<file path="config.mk">
export PLATFORM = sky130hd
export DESIGN_NAME = fp32_div_result_stage
export DESIGN_NICKNAME = d
export VERILOG_FILES = /design/src/rtl/fp32_pkg.sv /design/src/rtl/fp32_skid_buf.sv /design/src/rtl/fp32_div_result_stage.sv
export SDC_FILE = /design/constraint.sdc
export NUM_CORES = 1
export LEC_CHECK = 0
export CORE_UTILIZATION = 35
export DETAILED_ROUTE_END_ITERATION = 16
export PLACE_DENSITY = 0.59
export REMOVE_ABC_BUFFERS = 1
export SETUP_SLACK_MARGIN = 0.1
export SYNTH_ARGS = -nofsm -noshare
export SYNTH_HDL_FRONTEND = slang
export SYNTH_SLANG_ARGS = --single-unit
</file>
<file path="constraint.sdc">
create_clock -name clk -period 2.3 [get_ports clk]
set_clock_uncertainty 0.1 [all_clocks]
set_input_delay 0.345 -clock clk [delete_from_list [all_inputs] [get_ports clk]]
set_output_delay 0.345 -clock clk [all_outputs]
set_load 0.005 [all_outputs]
</file>
<file path="src/rtl/fp32_pkg.sv">
`default_nettype none
// ============================================================================
// Module   : fp32_pkg
// Purpose  : Shared types and constants for the FP32 divider result stage.
// Revision : 1.0 - initial release
// ============================================================================
package fp32_pkg;

  // Bit positions inside an exception vector {NV, DZ, OF, UF, NX}
  localparam int EXC_NV = 4;
  localparam int EXC_DZ = 3;
  localparam int EXC_OF = 2;
  localparam int EXC_UF = 1;
  localparam int EXC_NX = 0;

  typedef logic [4:0] exc_t;

  // Canonical quiet NaN: positive sign, zero payload
  localparam logic [31:0] QNAN_CANON = 32'h7FC00000;

  typedef enum logic [1:0] {
    EMPTY = 2'd0,
    ONE   = 2'd1,
    TWO   = 2'd2
  } state_e;

  typedef struct packed {
    logic [31:0] y;
    exc_t        exc;
  } res_t;

  // True for any NaN encoding (all-ones exponent, non-zero fraction)
  function automatic logic is_nan(input logic [31:0] v);
    return (v[30:23] == 8'hFF) && (v[22:0] != 23'd0);
  endfunction

endpackage
`default_nettype wire

</file>
<file path="src/rtl/fp32_skid_buf.sv">
`default_nettype none
// ============================================================================
// Module   : fp32_skid_buf
// Purpose  : Two-entry FIFO-ordered skid buffer for res_t words, with flush.
//            Head register drives the outputs; the skid register absorbs the
//            one word that can arrive while the head is stalled. in_ready is
//            registered so it never depends combinationally on out_ready.
// Revision : 1.0 - initial release
// ============================================================================
module fp32_skid_buf
  import fp32_pkg::*;
(
  input  logic clk,
  input  logic rst,
  input  logic flush,
  input  logic in_valid,
  output logic in_ready,
  input  res_t in_data,
  output logic out_valid,
  input  logic out_ready,
  output res_t out_data
);

  state_e state_q, state_d;
  res_t   head_q, head_d;
  res_t   skid_q, skid_d;
  logic   in_ready_q, in_ready_d;

  logic accept;
  logic retire;

  assign in_ready  = in_ready_q;
  assign out_valid = (state_q != EMPTY);
  assign out_data  = head_q;
  assign accept    = in_valid & in_ready_q;
  assign retire    = out_valid & out_ready;

  // Next-state and datapath steering for head/skid registers
  always_comb begin
    state_d = state_q;
    head_d  = head_q;
    skid_d  = skid_q;
    case (state_q)
      EMPTY: begin
        if (accept) begin
          head_d  = in_data;
          state_d = ONE;
        end
      end
      ONE: begin
        if (accept && retire) begin
          head_d  = in_data;
        end else if (accept) begin
          skid_d  = in_data;
          state_d = TWO;
        end else if (retire) begin
          state_d = EMPTY;
        end
      end
      TWO: begin
        if (retire) begin
          head_d  = skid_q;
          state_d = ONE;
        end
      end
      default: state_d = EMPTY;
    endcase
    // Flush discards everything, including a word accepted this cycle
    if (flush) begin
      state_d = EMPTY;
    end
    in_ready_d = (state_d != TWO);
  end

  // State, data and registered ready
  always_ff @(posedge clk) begin
    if (rst) begin
      state_q    <= EMPTY;
      head_q     <= '0;
      skid_q     <= '0;
      in_ready_q <= 1'b1;
    end else begin
      state_q    <= state_d;
      head_q     <= head_d;
      skid_q     <= skid_d;
      in_ready_q <= in_ready_d;
    end
  end

endmodule
`default_nettype wire

</file>
<file path="src/rtl/fp32_div_result_stage.sv">
`default_nettype none
// ============================================================================
// Module   : fp32_div_result_stage
// Purpose  : Registered output stage behind the combinational FP32 divider.
//            Buffers result+exceptions in a 2-entry skid buffer, accumulates
//            retired exception bits into sticky fflags (software writable)
//            and counts retired results.
// Options  : FP32_RES_CANON_NAN_EN - when defined, NaN results are replaced
//            by the canonical quiet NaN on accept.
// Revision : 1.0 - initial release
// ============================================================================
module fp32_div_result_stage
  import fp32_pkg::*;
#(
  parameter int         CNT_W     = 16,
  parameter logic [4:0] FLAGS_RST = 5'b00000
) (
  input  logic             clk,
  input  logic             rst,
  input  logic             in_valid,
  output logic             in_ready,
  input  logic [31:0]      in_y,
  input  logic [4:0]       in_exc,
  output logic             out_valid,
  input  logic             out_ready,
  output logic [31:0]      out_y,
  output logic [4:0]       out_exc,
  input  logic             flush,
  input  logic             fflags_we,
  input  logic [4:0]       fflags_wdata,
  output logic [4:0]       fflags,
  output logic [CNT_W-1:0] retired_cnt
);

  res_t in_res;
  res_t out_res;
  logic retire;

  exc_t             fflags_q, fflags_d;
  logic [CNT_W-1:0] retired_cnt_q, retired_cnt_d;

  // Shape the incoming word; only the value may be rewritten, never the flags
  always_comb begin
    in_res.exc = in_exc;
`ifdef FP32_RES_CANON_NAN_EN
    in_res.y   = is_nan(in_y) ? QNAN_CANON : in_y;
`else
    in_res.y   = in_y;
`endif
  end

  fp32_skid_buf u_buf (
    .clk       (clk),
    .rst       (rst),
    .flush     (flush),
    .in_valid  (in_valid),
    .in_ready  (in_ready),
    .in_data   (in_res),
    .out_valid (out_valid),
    .out_ready (out_ready),
    .out_data  (out_res)
  );

  assign out_y   = out_res.y;
  assign out_exc = out_res.exc;
  assign retire  = out_valid & out_ready;

  // Sticky flag merge and retire counting; a retire in a flush cycle still counts
  always_comb begin
    fflags_d      = (fflags_we ? fflags_wdata : fflags_q) | (retire ? out_res.exc : 5'b00000);
    retired_cnt_d = retired_cnt_q + {{(CNT_W-1){1'b0}}, retire};
  end

  // Flag and counter registers
  always_ff @(posedge clk) begin
    if (rst) begin
      fflags_q      <= FLAGS_RST;
      retired_cnt_q <= '0;
    end else begin
      fflags_q      <= fflags_d;
      retired_cnt_q <= retired_cnt_d;
    end
  end

  assign fflags      = fflags_q;
  assign retired_cnt = retired_cnt_q;

endmodule
`default_nettype wire

</file>
==> run notes <==
• **count of inverters not on the clock network in the layout** 2
• **tapcell count** 140
• **Gate power share** 0.118
• **post-synthesis chip area from yosys** 0.00404 mm2
• **postcts setup bufs** 0
• **internal power** 3.05 mW
• **source of the worst register-to-register timing path** u_buf.state_q[0]
• **largest net degree at the start of global routing** 55
• **Final Power** 3.92 mW
• **hold buffers post-CTS** 0
• **register clock-pin slew on the reported worst setup and hold paths** 0.06 ns
• **dominant cells by area after synthesis** sky130_fd_sc_hd__dfxtp_1, sky130_fd_sc_hd__mux2i_1, sky130_fd_sc_hd__nand2_1
• **floorplan-stage core utilization** 0.367
• **proportion of cell area occupied by multi-input gates** 0.342
• **switching power** 0.864 mW
• **worst-margin pin slew** 0.704 ns
• **post-synthesis mux area share** 0.106
• **most common logic cell in the routed design** sky130_fd_sc_hd__clkdlybuf4s50_1
• **CP max FO** 6
• **Critical Path Slowest Stage Cell** sky130_fd_sc_hd__dfxtp_2
• **most frequent logic cells in the routed design** sky130_fd_sc_hd__clkdlybuf4s50_1, sky130_fd_sc_hd__dfxtp_1, sky130_fd_sc_hd__nand2_1
• **WS Path Type** reg -> reg
• **Switching Share** 0.221
• **CP Capture Type** register
• **EDFF count, synth** 0
• **post-route setup TNS** 0 ns
• **data arrival at the endpoint of the critical path** 2.18 ns
• **final WL** 9230 um
• **worst rel slew slack** 0.531
• **number of clock sinks** 98
• **Critical Path Source Type** register
• **post-CTS resize count** 0
• **Total GRT Usage** 0.162
• **Power Clock** 1.64 mW
• **portion of total power attributed to the clock network** 0.420
• **total number of warnings across the stage logs** 25
• **sequential cell fraction of total power** 0.462
• **worst hold slack** 0.353 ns
• **initial antenna violation count** 0
• **Filler Cells Inserted** 1038
• **area enclosed by the die boundary** 0.0120 mm2
• **Cells after DPL** 666
• **warnings from Yosys** 0
• **non-clk buf share** 0.216
• **Die Height** 109 um
• **global placement routability congestion** 0.744
• **area of all placed cells without fillers** 0.00562 mm2
• **Worst Hold Path Cells** 2
• **area occupied by multi-input gates** 0.00192 mm2
• **via count of the first global-routing pass** 3168
• **wire length on met1** 4540 um
• **cell family with most CP delay** simple AND/OR/NAND/NOR gates
• **overall overflow remaining after global route** 0
• **Worst Hold Class** reg -> reg
• **Critical R2R Capture** retired_cnt[6]
• **largest voltage drop on the vdd net** 0.465 mV
• **combined buffer and inverter count along the critical path** 1
• **overall via count from detail_route** 3357
• **final sequential cell count** 98
• **list of cells traversed by the critical path** or2_2 > and2_4 > ha_1 > ha_1 > buf_4 > and3_1 > nand3_1 > xor2_1 > nor2_1
• **fin worst setup slack** 0.241 ns
• **post-layout period usage** 0.895
• **max-slew violations** 0
• **most common cell in the netlist** sky130_fd_sc_hd__dfxtp_1
• **compound-cell area share of the yosys netlist** 0.165
• **number of distinct library cells after synthesis** 34
• **number of clock buffers inserted by TritonCTS** 9
• **quantity of I/O buffers inserted on ports** 107
• **clock tree from TritonCTS** yes
• **Setup-failing EPs final** 0
• **Pwr per Cell Area** 697 mW/mm2
• **Boundary Pins** 108
• **Core Util, Final** 0.510
• **Most common reg cell** sky130_fd_sc_hd__dfxtp_1
• **global-route wire length before repair** 15200 um
• **post-synthesis instance area** 0.00404 mm2
• **DRC** 0
• **Async S/R FF share, synth** 0
• **Layout Area Growth over Synthesis** 39.0%
• **number of logic gates** 308
• **outcome** finished clean
• **number of storage elements in the synthesis netlist** 98
• **power of the combinational group** 0.462 mW
• **Crit path largest cell delay** 0.34 ns
• **per-instance average area after synthesis** 9.17 um2
• **number of nets in the layout** 587
• **post-synthesis cell count from yosys** 441
• **global-route met1 utilization** 0.217
• **uppermost routed layer** met4
• **cell class ranked first by area** sequential cells
• **final count of hold timing violations** 0
• **AND/OR/NAND/NOR Cells, Area Fraction** 0.169
• **critical path required time** 2.42 ns
• **RSZ-0062 raised after global routing** no
• **Worst path depth** 9
• **Main logic family** simple AND/OR/NAND/NOR gates
• **most frequent cell on the critical path** sky130_fd_sc_hd__ha_1
• **maximum buffer depth of the clock tree** 2
• **Clock Tree Root** sky130_fd_sc_hd__clkbuf_16
• **Register Area** 0.00196 mm2
• **detailed router's first-iteration violation count** 122
• **horizontal die dimension** 109 um
• **number of maximum-capacitance violations** 0
• **post-route insts no fill** 682
• **final-layout clock-cell area share** 0.0603
• **endpoint of the worst hold path** u_buf.skid_q[1]
• **worst r2r path cells** 9
• **Post-Place Setup Slack** -0.0893 ns
• **met2 Use GR** 0.255
• **number of detailed-route iterations in the first pass** 4
• **fraction of post-synthesis cell area in the top cell type by area** 0.485
• **timing-limited maximum frequency** 0.486 GHz
• **non-clock buffer count** 118
• **sequential share of cell area** 0.349
• **Adder Area Share** 0.00619
• **leading area contributor after synthesis** sky130_fd_sc_hd__dfxtp_1
• **LEAKAGE** 2.21 nW
• **origin of the worst setup path** u_buf.state_q[0]
• **reg-to-reg setup timing slack** 0.24 ns
• **Skew-Pair Late Insertion Delay** 0.33 ns
• **final critical delay including setup and external delays** 2.06 ns
• **post-placement cell area** 0.00527 mm2
• **share of post-route cells with drive strength above 1** 0.109
• **Std-Cell Core Area** 0.0110 mm2
• **Worst Setup EP** retired_cnt[6]
• **hpwl dp** 6190 um
• **total of clock buffers placed in the layout** 11
• **deepest level of the CTS H-tree** 3
==> images/density.png <==
The die is cut into 11 by 11 equal tiles; black is low, pale yellow is high, 0 to 100% covered.
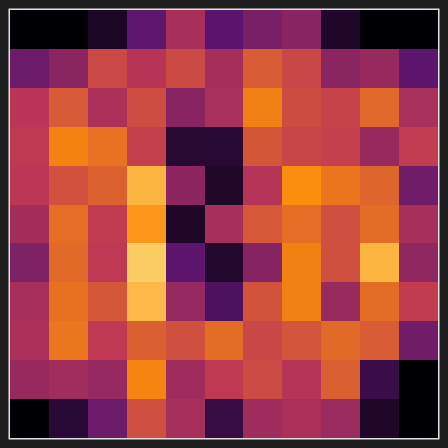
The mean over all tiles is 45%. The fullest tile reaches 89%. 5.8% of the tiles are nearly empty. 5.0% of the tiles are over 75% full.

==> images/metal_stack.png <==
Scale bar: 20 um. Only two layers are drawn.
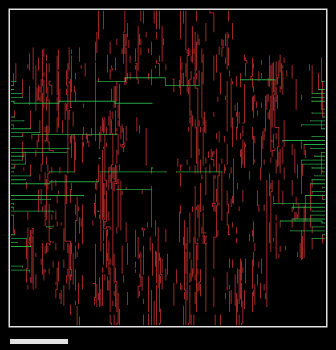
Key: green = met3 [wire length 613 um]; red = met2 [wire length 4010 um]

==> images/registers.png <==
Scale bar: 20 um. Other sequential cells in the stronger gray, the rest of the logic in the fainter gray.
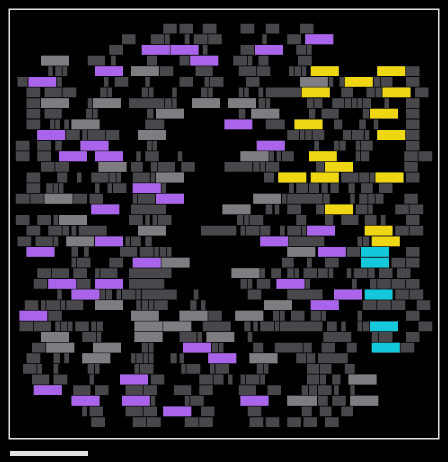
Key: cyan = fflags [placed flops 5]; purple = u_buf.out_data [placed flops 37, where spread over the die]; yellow = retired_cnt [placed flops 16]
Another 40 sequential cells are not colored.

==> images/cell_classes.png <==
Scale bar: 20 um. Fill, decap, tap and diode cells in gray.
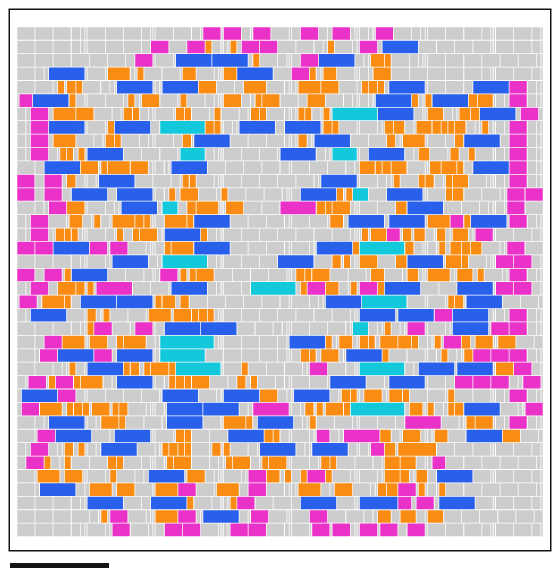
Key: orange = all other logic [cells 310, share of their area 35%]; cyan = clock drivers and dummy loads [cells 16, share of their area 6.2%]; blue = flip-flops [cells 98, share of their area 36%]; magenta = other buffers and delay cells [cells 118, share of their area 22%]

==> images/final_congestion.png <==
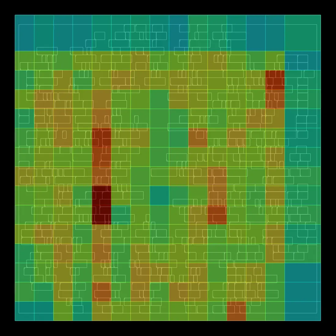
WL/cell: 13.5 um
busiest grt layer: met2
met3 capacity usage during global routing: 0.0451

Power is estimated from default activity; no workload was simulated.
